===== src/rtl/reg_write_arbiter_pkg.sv =====
// Shared constants, state encoding and round-robin search for reg_write_arbiter.
// Optional ARB_LOCK_EN build uses the LOCKED state.
package reg_write_arbiter_pkg;
    localparam int NREQ = 8;
    localparam int IDX_W = 3;
    localparam logic [IDX_W-1:0] PTR_RST = 3'd7;

    typedef enum logic [1:0] {
        IDLE   = 2'd0,
        GRANT  = 2'd1,
        LOCKED = 2'd2
    } state_e;

    // Returns {found, index}. Scans from ptr+1 upward with wrap; offset 8 lands back on ptr.
    function automatic logic [IDX_W:0] rr_pick(input logic [NREQ-1:0] req,
                                               input logic [IDX_W-1:0] ptr);
        logic [IDX_W-1:0] idx;
        rr_pick = '0;
        for (int i = NREQ; i >= 1; i--) begin
            idx = ptr + IDX_W'(i);
            if (req[idx]) rr_pick = {1'b1, idx};
        end
    endfunction
endpackage


===== src/rtl/reg_write_arbiter_decoder_3_8.sv =====
// 3-to-8 one-hot decoder with enable, drives the register-file select.
module decoder_3_8 (
    input  logic [2:0] sel,
    input  logic       en,
    output logic [7:0] dec
);
    assign dec = en ? (8'd1 << sel) : 8'd0;
endmodule


===== src/rtl/reg_write_arbiter.sv =====
// Round-robin write arbiter feeding a register file, one grant per cycle.
// Define ARB_LOCK_EN to add the lock input and the LOCKED state.
module reg_write_arbiter
    import reg_write_arbiter_pkg::*;
#(
    parameter int DATA_W = 16,
    parameter int NREQ   = reg_write_arbiter_pkg::NREQ
) (
    input  logic                     clk,
    input  logic                     rst,
    input  logic [NREQ-1:0]          req,
    input  logic [NREQ*DATA_W-1:0]   wdata,
`ifdef ARB_LOCK_EN
    input  logic [NREQ-1:0]          lock,
`endif
    output logic [NREQ-1:0]          gnt,
    output logic                     rf_we,
    output logic [IDX_W-1:0]         rf_waddr,
    output logic [NREQ-1:0]          rf_wsel,
    output logic [DATA_W-1:0]        rf_wdata
);
    state_e             state_q, state_d;
    logic [IDX_W-1:0]   ptr_q, ptr_d;
    logic [NREQ-1:0]    gnt_q, gnt_d;
    logic [IDX_W-1:0]   waddr_q, waddr_d;
    logic [DATA_W-1:0]  wdata_q, wdata_d;
    logic [IDX_W:0]     pick;
    logic [IDX_W-1:0]   win;
    logic               hold;

    always_comb begin
        pick    = rr_pick(req, ptr_q);
        hold    = 1'b0;
`ifdef ARB_LOCK_EN
        // ptr_q is the last winner; a locked, still-requesting winner keeps the bus
        hold    = (state_q != IDLE) && lock[ptr_q] && req[ptr_q];
`endif
        win     = hold ? ptr_q : pick[IDX_W-1:0];
        state_d = IDLE;
        ptr_d   = ptr_q;
        gnt_d   = '0;
        waddr_d = waddr_q;
        wdata_d = wdata_q;
        if (hold || pick[IDX_W]) begin
            state_d = hold ? LOCKED : GRANT;
            ptr_d   = win;
            gnt_d   = NREQ'(1) << win;
            waddr_d = win;
            wdata_d = wdata[int'(win)*DATA_W +: DATA_W];
        end
    end

    always_ff @(posedge clk) begin
        if (rst) begin
            state_q <= IDLE;
            ptr_q   <= PTR_RST;
            gnt_q   <= '0;
            waddr_q <= '0;
            wdata_q <= '0;
        end else begin
            state_q <= state_d;
            ptr_q   <= ptr_d;
            gnt_q   <= gnt_d;
            waddr_q <= waddr_d;
            wdata_q <= wdata_d;
        end
    end

    // Write enable is simply "a grant was issued this cycle".
    assign rf_we    = (state_q != IDLE);
    assign gnt      = gnt_q;
    assign rf_waddr = waddr_q;
    assign rf_wdata = wdata_q;

    decoder_3_8 u_dec (
        .sel (waddr_q),
        .en  (rf_we),
        .dec (rf_wsel)
    );
endmodule

===== config.mk =====
export PLATFORM = sky130hd
export DESIGN_NAME = reg_write_arbiter
export DESIGN_NICKNAME = d
export VERILOG_FILES = /design/src/rtl/reg_write_arbiter_pkg.sv /design/src/rtl/reg_write_arbiter_decoder_3_8.sv /design/src/rtl/reg_write_arbiter.sv
export SDC_FILE = /design/constraint.sdc
export NUM_CORES = 1
export LEC_CHECK = 0
export CORE_MARGIN = 2
export CORE_UTILIZATION = 43
export DETAILED_ROUTE_END_ITERATION = 6
export HOLD_SLACK_MARGIN = 0.1
export PLACE_DENSITY = 0.88
export SLEW_MARGIN = 20
export SYNTH_ARGS = -nofsm -noshare
export SYNTH_HDL_FRONTEND = slang
export SYNTH_SLANG_ARGS = --single-unit

===== constraint.sdc =====
create_clock -name clk -period 8.5 [get_ports clk]
set_input_delay 1.7 -clock clk [delete_from_list [all_inputs] [get_ports clk]]
set_output_delay 1.7 -clock clk [all_outputs]
set_load 0.005 [all_outputs]

==> impl_metrics.py <==
# Generated from Yosys and OpenROAD reports
metrics = {
    "worst_hold_path": {
        "hold_depth": 2,
        "holdPathEnd": "rf_waddr[2]",
        "hold_start": "rf_waddr[2]",
        "min_path_type": "register to register",
    },
    "detailed_routing": {
        "wl_per_cell_um": 17.9,
        "wl_met3_um": 865,
        "ant_nets": 0,
        "num_vias": 3512,
        "top_layer": "met4",
        "via_per_inst": 5.66,
        "wl_met2_mm": 5.80,
        "drt_iter0_drc": 186,
        "drc": 0,
        "routed_wl_mm": 11.1,
        "drt_first_pass_iters": 5,
        "wl_met1_mm": 4.21,
    },
    "power_and_ir_drop": {
        "p_clk_frac": 0.050,
        "pwr-share-seq": 0.115,
        "switching_share": 0.481,
        "p_seq_mw": 0.262,
        "intPower_mw": 1.18,
        "power_leader": "combinational logic",
    },
    "timing": {
        "setup_tns_ns": 0,
        "fin_ws_ns": 2.67,
        "fmax_ghz": 0.172,
        "max-slew-margin-rel": 0.266,
        "rsz0062_at_grt": "false",
        "final.min_clock_period_ns": 5.83,
        "hold_viol": 0,
        "drv_slew": 0,
        "period_used_share": 0.686,
        "tightestPinTransition_ns": 1.09,
    },
    "worst_setup_path": {
        "endpoint": "rf_wdata[11]",
        "path_cells": "inv_2 -> ha_1 -> mux4_2 -> mux2i_1 -> o221ai_1 -> o2bb2ai_4 -> buf_4 -> mux2i_1 -> mux2i_1 -> a211o_1",
        "crit_arrival_ns": 6.00,
        "cp_max_fo": 38,
        "path_delay_family": "multiplexers",
        "required_ns": 8.68,
        "cp-startpoint": "ptr_q[0]",
        "rr_startpoint": "ptr_q[0]",
        "r2r_cells": 10,
        "r2r_slack_ns": 2.67,
        "crit_type": "register to register",
        "slowest_stage": "ha_1",
        "rr_endpoint": "rf_wdata[11]",
        "crit_path_frequent_cell": "mux2i_1",
    },
    "grt": {
        "grt_pass1_wl_mm": 16.8,
        "grt_usage": 0.272,
        "grt_overflow_total": 0,
        "use_met2": 0.469,
        "grt_max_degree": 39,
        "grt.busiest_layer": "met2",
    },
    "finish": {
        "dominant_cells": "logic gates",
        "final-nonclk-buf-share": 0.353,
        "ff_latch_area_um2": 621,
        "multi_input_comb_cells": 297,
        "layout-drive-gt1-share": 0.0672,
        "clk_share": 0.0163,
        "fillCellCount": 541,
        "inverters": 8,
        "nets": 660,
        "largest_register_ffs": 16,
        "comb_share": 0.476,
    },
    "placement": {
        "placed_cell_area_um2": 4910,
        "place_congestion": 0.882,
        "post-place-ws_ns": 2.52,
        "dpl.hpwl_mm": 8.65,
        "placed_cells": 612,
    },
    "synthesis": {
        "ys_cells": 361,
        "syn_inst": 361,
        "simple_gate_share": 0.163,
        "ys_seq_frac": 0.197,
        "edf_count": 0,
        "most_common_cell": "mux2i_1",
        "xor_share": 0.00836,
        "yosysTopAreaCell": "mux2i_1",
        "top_cell_area_share": 0.280,
        "synth_area_um2": 3140,
        "ys.flops": 31,
        "top_cells_by_count": "mux2i_1, nor2_1, nand2_1",
        "ys_sh_adder": 0.00796,
        "ys_sh_aoi": 0.183,
    },
    "flow_run": {
        "warnings": 27,
        "maxCapViolations": 0,
    },
    "floorplanning": {
        "tap_cells": 99,
        "pin_count": 174,
        "fp_util": 0.438,
    },
    "clock_tree": {
        "cts_repair_resize_count": 0,
        "postCtsHoldBufs": 0,
        "clockBufferDepth": 2,
        "cts_tree": "done",
    },
    "outcome": {
        "status": "complete, no violations",
    },
}
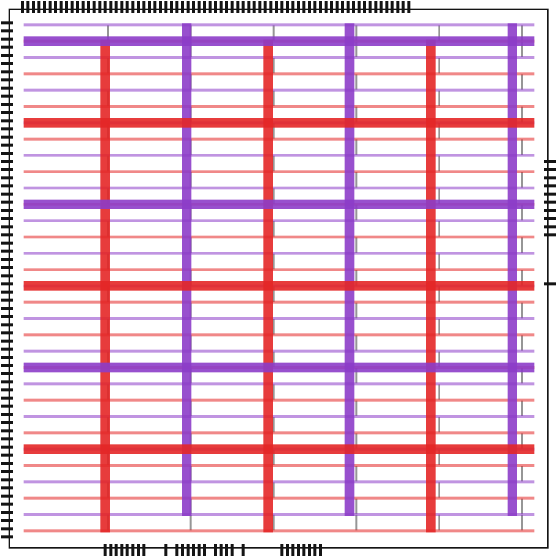
Figure 1: floorplan with the power grid.
(6 px per um) Pins as bars on the die edge. Tap cells in grey.
net	colour
VSS	red
VDD	purple
tap cells	99
signal pins	174
rows	31
VDD IR max: 0.268 mV
die height: 89.5 um
core area: 7180 um2
die span in x: 89.5 um

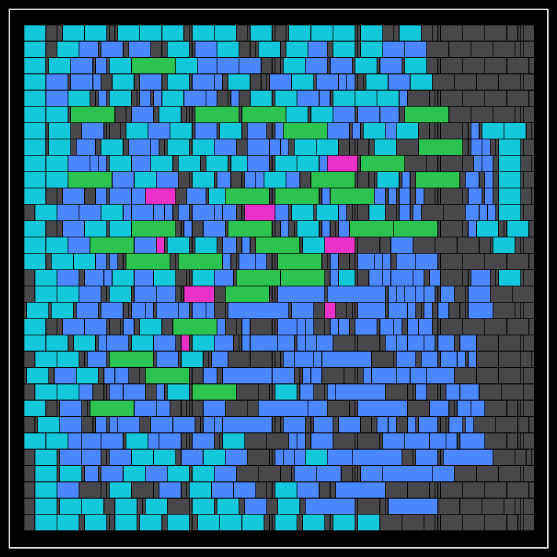
Figure 2: placed cells, one colour a class.
(6 px per um) Fill, decap, tap and diode cells in grey.
class	colour	cells
clock drivers and dummy loads	magenta	8
remaining logic cells	blue	305
registers	green	31
remaining buffers and delay cells	cyan	177
site row count: 31
Final Core Density: 0.696
Seq area share: 0.124
Layout Cell Area excl Fill: 5000 um2

No activity file was given, so power comes from the tool's default toggle rates.
